==> src/rtl/input_or0_or1_pkg.sv <==
// Shared encodings and default width for the input_or0_or1 operand-source selector.
package input_or0_or1_pkg;

  localparam int DEFAULT_WIDTH = 17;

  typedef enum logic [1:0] {
    SEL_INPUT = 2'd0,
    SEL_ZERO  = 2'd1,
    SEL_ONE   = 2'd2,
    SEL_RSVD  = 2'd3
  } sel_e;

endpackage

==> src/rtl/input_or0_or1_if.sv <==
// Operand selector bus: data in, select, registered data out.
// The sticky illegal_sel flag exists only with INPUT_OR0_OR1_ILLEGAL_SEL_FLAG_EN.
interface input_or0_or1_if
  import input_or0_or1_pkg::*;
#(
  parameter int WIDTH = DEFAULT_WIDTH
);

  logic [WIDTH-1:0] Input;
  logic [1:0]       Selection;
  logic [WIDTH-1:0] Output;
`ifdef INPUT_OR0_OR1_ILLEGAL_SEL_FLAG_EN
  logic             illegal_sel;
`endif

  modport master (
    output Input,
    output Selection,
`ifdef INPUT_OR0_OR1_ILLEGAL_SEL_FLAG_EN
    input  illegal_sel,
`endif
    input  Output
  );

  modport slave (
    input  Input,
    input  Selection,
`ifdef INPUT_OR0_OR1_ILLEGAL_SEL_FLAG_EN
    output illegal_sel,
`endif
    output Output
  );

endinterface

==> src/rtl/input_or0_or1_mux.sv <==
// Combinational next-value select: Input, zero, one, or zero for the reserved code.
module input_or0_or1_mux
  import input_or0_or1_pkg::*;
#(
  parameter int WIDTH = DEFAULT_WIDTH
) (
  input  logic [WIDTH-1:0] din_i,
  input  logic [1:0]       sel_i,
  output logic [WIDTH-1:0] dout_o
);

  // Source select; reserved and unknown codes fall to the zero default
  always_comb begin
    dout_o = {WIDTH{1'b0}};
    case (sel_i)
      SEL_INPUT: dout_o = din_i;
      SEL_ZERO:  dout_o = {WIDTH{1'b0}};
      SEL_ONE:   dout_o = {{(WIDTH-1){1'b0}}, 1'b1};
      default:   dout_o = {WIDTH{1'b0}};
    endcase
  end

endmodule

==> src/rtl/input_or0_or1.sv <==
// Registered operand-source selector. Optional sticky reserved-select flag
// enabled by defining INPUT_OR0_OR1_ILLEGAL_SEL_FLAG_EN.
module input_or0_or1
  import input_or0_or1_pkg::*;
#(
  parameter int WIDTH = DEFAULT_WIDTH
) (
  input logic            clk,
  input logic            reset,
  input_or0_or1_if.slave bus
);

  logic [WIDTH-1:0] out_d;
  logic [WIDTH-1:0] out_q;

  input_or0_or1_mux #(
    .WIDTH (WIDTH)
  ) u_mux (
    .din_i  (bus.Input),
    .sel_i  (bus.Selection),
    .dout_o (out_d)
  );

  // Output register; reset wins over any select value
  always_ff @(posedge clk) begin
    if (reset) begin
      out_q <= {WIDTH{1'b0}};
    end else begin
      out_q <= out_d;
    end
  end

  assign bus.Output = out_q;

`ifdef INPUT_OR0_OR1_ILLEGAL_SEL_FLAG_EN
  logic illegal_d;
  logic illegal_q;

  // Flag accumulates any reserved select seen outside reset
  always_comb begin
    illegal_d = illegal_q;
    if (bus.Selection == SEL_RSVD) begin
      illegal_d = 1'b1;
    end else begin
      illegal_d = illegal_q;
    end
  end

  // Sticky flag register, cleared only by reset
  always_ff @(posedge clk) begin
    if (reset) begin
      illegal_q <= 1'b0;
    end else begin
      illegal_q <= illegal_d;
    end
  end

  assign bus.illegal_sel = illegal_q;
`endif

endmodule

==> src/flat_wrapper.sv <==
// flat-port wrapper written by rule: the top's interface ports become plain ports
module input_or0_or1_flat import input_or0_or1_pkg::*;
#(
  parameter int WIDTH = DEFAULT_WIDTH
)
  (clk, reset, bus_Input, bus_Selection, bus_Output);
  input_or0_or1_if #(.WIDTH(WIDTH)) bus_i ();
  input logic clk;
  input logic reset;
  input wire logic [$bits(bus_i.Input)-1:0] bus_Input;
  input wire logic [$bits(bus_i.Selection)-1:0] bus_Selection;
  output wire logic [$bits(bus_i.Output)-1:0] bus_Output;
  assign bus_i.Input = bus_Input;
  assign bus_i.Selection = bus_Selection;
  assign bus_Output = bus_i.Output;
  input_or0_or1 #(.WIDTH(WIDTH)) u_core (.clk(clk), .reset(reset), .bus(bus_i));
endmodule
==> config.mk <==
export PLATFORM = sky130hd
export DESIGN_NAME = input_or0_or1_flat
export DESIGN_NICKNAME = d
export VERILOG_FILES = /design/src/rtl/input_or0_or1_pkg.sv /design/src/rtl/input_or0_or1_if.sv /design/src/rtl/input_or0_or1_mux.sv /design/src/rtl/input_or0_or1.sv /design/src/flat_wrapper.sv
export SDC_FILE = /design/constraint.sdc
export NUM_CORES = 1
export LEC_CHECK = 0
export ABC_CLOCK_PERIOD_IN_PS = 1800
export CORE_MARGIN = 5
export CORE_UTILIZATION = 33
export DETAILED_ROUTE_END_ITERATION = 10
export PLACE_DENSITY = 0.8
export SLEW_MARGIN = 5
export SYNTH_ARGS = -nofsm -noshare
export SYNTH_HDL_FRONTEND = slang
export SYNTH_SLANG_ARGS = --single-unit
export TNS_END_PERCENT = 1
==> constraint.sdc <==
create_clock -name clk -period 1.8 [get_ports clk]
set_clock_uncertainty 0.1 [all_clocks]
set_input_delay 0.36 -clock clk [delete_from_list [all_inputs] [get_ports clk]]
set_output_delay 0.36 -clock clk [all_outputs]
set_load 0.01 [all_outputs]
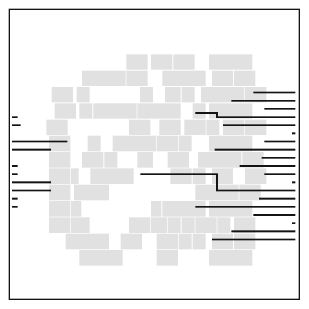
(images/met3.png)
(6 px per um) Cells faint in the background.
nets with wire on the layer: 29
share of all routed wire: 20%
wire length on this layer: 201 um
main direction: horizontal

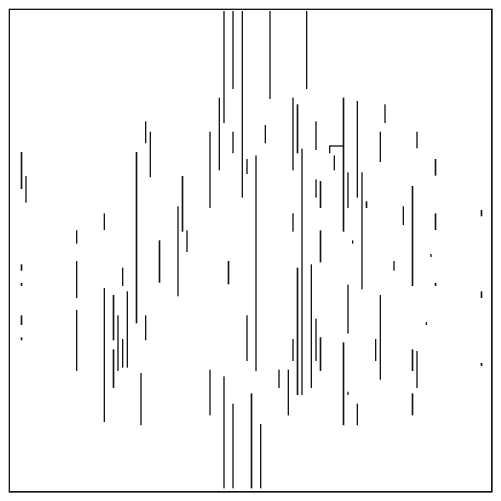
(images/met2.png)
(10 px per um)
share of all routed wire: 44%
nets with wire on the layer: 80
detailed-route wire length: 987 um
routed via count: 381
met2 track demand over resource in global routing: 16.62%

==> notes.md <==
Physical implementation.

- The post-layout worst setup margin is 0.1959 ns.
- Looking at the clock tree report, the H-tree level count equals 1.
- The synthesized netlist devotes 0% of its cell area to compound gates.
- The count of buffers added by post-CTS timing repair for setup is 0.
- The cell type with the largest total area after synthesis is sky130_fd_sc_hd__dfxtp_1.
- The average routed wire per standard cell is between 10 and 15 um.
- Routed signal wires occupy layers up through met3.
- The number of violations reported at the end of detailed-routing iteration 0 is 1.
- The peak supply drop is 361.7 uV.
- The first global-routing pass estimated 1490 um of wire.
- The largest part of the power goes to sequential cells.
- The path class of the lowest-slack min-delay path is input pin to flop.
- Counting the warning lines in the Yosys log gives 0.
- The chip area estimate from yosys synthesis is 479.2 um^2.
- The OpenROAD warning count is 26.
- The required time at the worst endpoint is listed as 1.34 ns.
- The slew of the pin with the lowest slew margin is 0.3866 ns.
- The finished cells cover roughly 900 um^2.
- The initial antenna violation count is 0.
- Registers take 340.3 um^2.
- The synthesized netlist cell count is 37.
- The number of cells on the critical path is 1.
- The final RePlAce weighted congestion is roughly 0.58.
- Among logic cells in the layout, the one with the most instances is sky130_fd_sc_hd__clkdlybuf4s50_1.
- The report puts the hold buffer count at CTS at 0.
- The number of detailed-route iterations in the first pass is 2.
- The number of register bits inferred by synthesis is 17.
- STA puts the critical path data arrival time at about 1.1 ns.
- The switching portion of total power comes to between 20% and 30%.
- The total met2 wirelength after detailed routing is between 400 and 500 um.
- The register share after synthesis is a little under three quarters.
- The area fraction in full adders, half adders and majority gates is 0%.
- In the synthesized netlist the dominant register cell turns out to be sky130_fd_sc_hd__dfxtp_1.
- The most common logic cells in the final layout are 37 x sky130_fd_sc_hd__clkdlybuf4s50_1, 17 x sky130_fd_sc_hd__dfxtp_1, 15 x sky130_fd_sc_hd__and2_1.
- The power per unit of standard cell area is 750.9 mW/mm^2.
- Measured against the total synthesized area, the mux share comes to 0%.
- The remaining routing DRC violations is 0.
- The multi-input gate share of total cell area is 14.43%.
- Counting tap cells, the placed design contains a total of a little under 90 instances.
- Setup slack on the worst path after placement came out at roughly 0.15 ns.
- The wire length the detailed router placed on met1 is ~350 um.
- The met3 global-route usage is around 4%.
- The number of pins exceeding their max-slew limit in the final report is 0.
- The switching power total is roughly 130 uW.
- The via count normalized by instance count is around 4.1.
- Hold-check failures listed in the final report amount to 0.
- Per STA, the worst path is made up of clkdlybuf4s50_1.
- The destination of the critical timing path is bus_Output[1].
- The largest net degree at the start of global routing is 16.
- The number of sequential cells in the layout is 17.
- The finished layout holds ~92 standard cells, fillers aside.
- The register with the most flip-flops in the layout has 17 of them.
- The critical path's slowest stage uses the library cell sky130_fd_sc_hd__clkdlybuf4s50_1.
- The floorplan report lists the tap cell count as 15.
- The fraction of cell area in sequential cells is reported as between 30 and 40%.
- The tree is rooted in a sky130_fd_sc_hd__clkbuf_4.
- The number of max-cap violations is 0.
- The endpoint with the worst hold slack is u_core.bus.Output[2].
- Global routing consumed, over all layers together, 9.629% of the routing resources.
- The design draws ~660 uW.
- Before any placement, the netlist area is recorded as approximately 480 um^2.
- The synthesized net count is between 50 and 60.
- The number of antenna repair diodes is 0.
- The final layout contains 99 nets.
- The hold slack is 0.5295 ns.
- The fraction of final layout cells sized beyond drive strength 1 is 6.494%.
- The simple-gate share of the synthesized area is between 20% and 30%.
- The starting density of the core is a little over a third.
- The share of synthesized area in the top cell type comes to a little under three quarters.
- The start-to-end type of the worst setup path is flop to output pin.
- The xor/xnor share of the synthesized area is 0%.
- Nets still carrying antenna violations after routing amount to 0.
- The run finished with clean final reports.
- Per the Yosys statistics, synthesis produced 37 cells.
- CTS added clock buffers totalling 3.
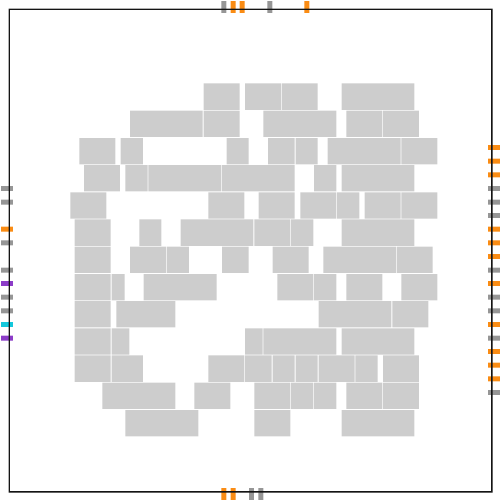
(images/pins.png)
(10 px per um) Pins as bars across the die edge, other pins in grey.
legend:
  orange:
    port: bus_Output
    pins: 17
    direction: output
    edge: 11 right, 3 top, 2 bottom, 1 left
  purple:
    port: bus_Selection
    pins: 2
    direction: input
    edge: left
  cyan:
    port: reset
    pins: 1
    direction: input
    edge: left
all pins by edge: 19 right, 10 left, 5 top, 4 bottom
Die Ht: 48.11 um
width of the die: 48.11 um
Port-buffer cells: 37

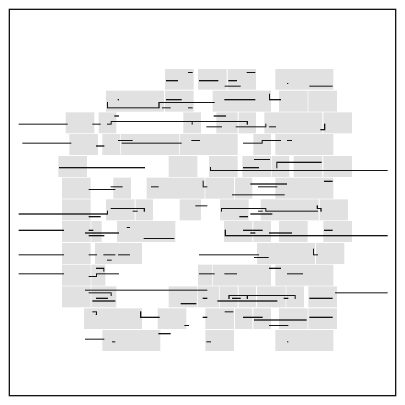
(images/met1.png)
(8 px per um) Cells faint in the background.
nets with wire on the layer: 77
main direction: horizontal
share of all routed wire: 35%
wire length on this layer: 348 um
longest straight run: 22.1 um
met1 usage in global routing: 9.255%

Power is estimated from default activity; no workload was simulated.
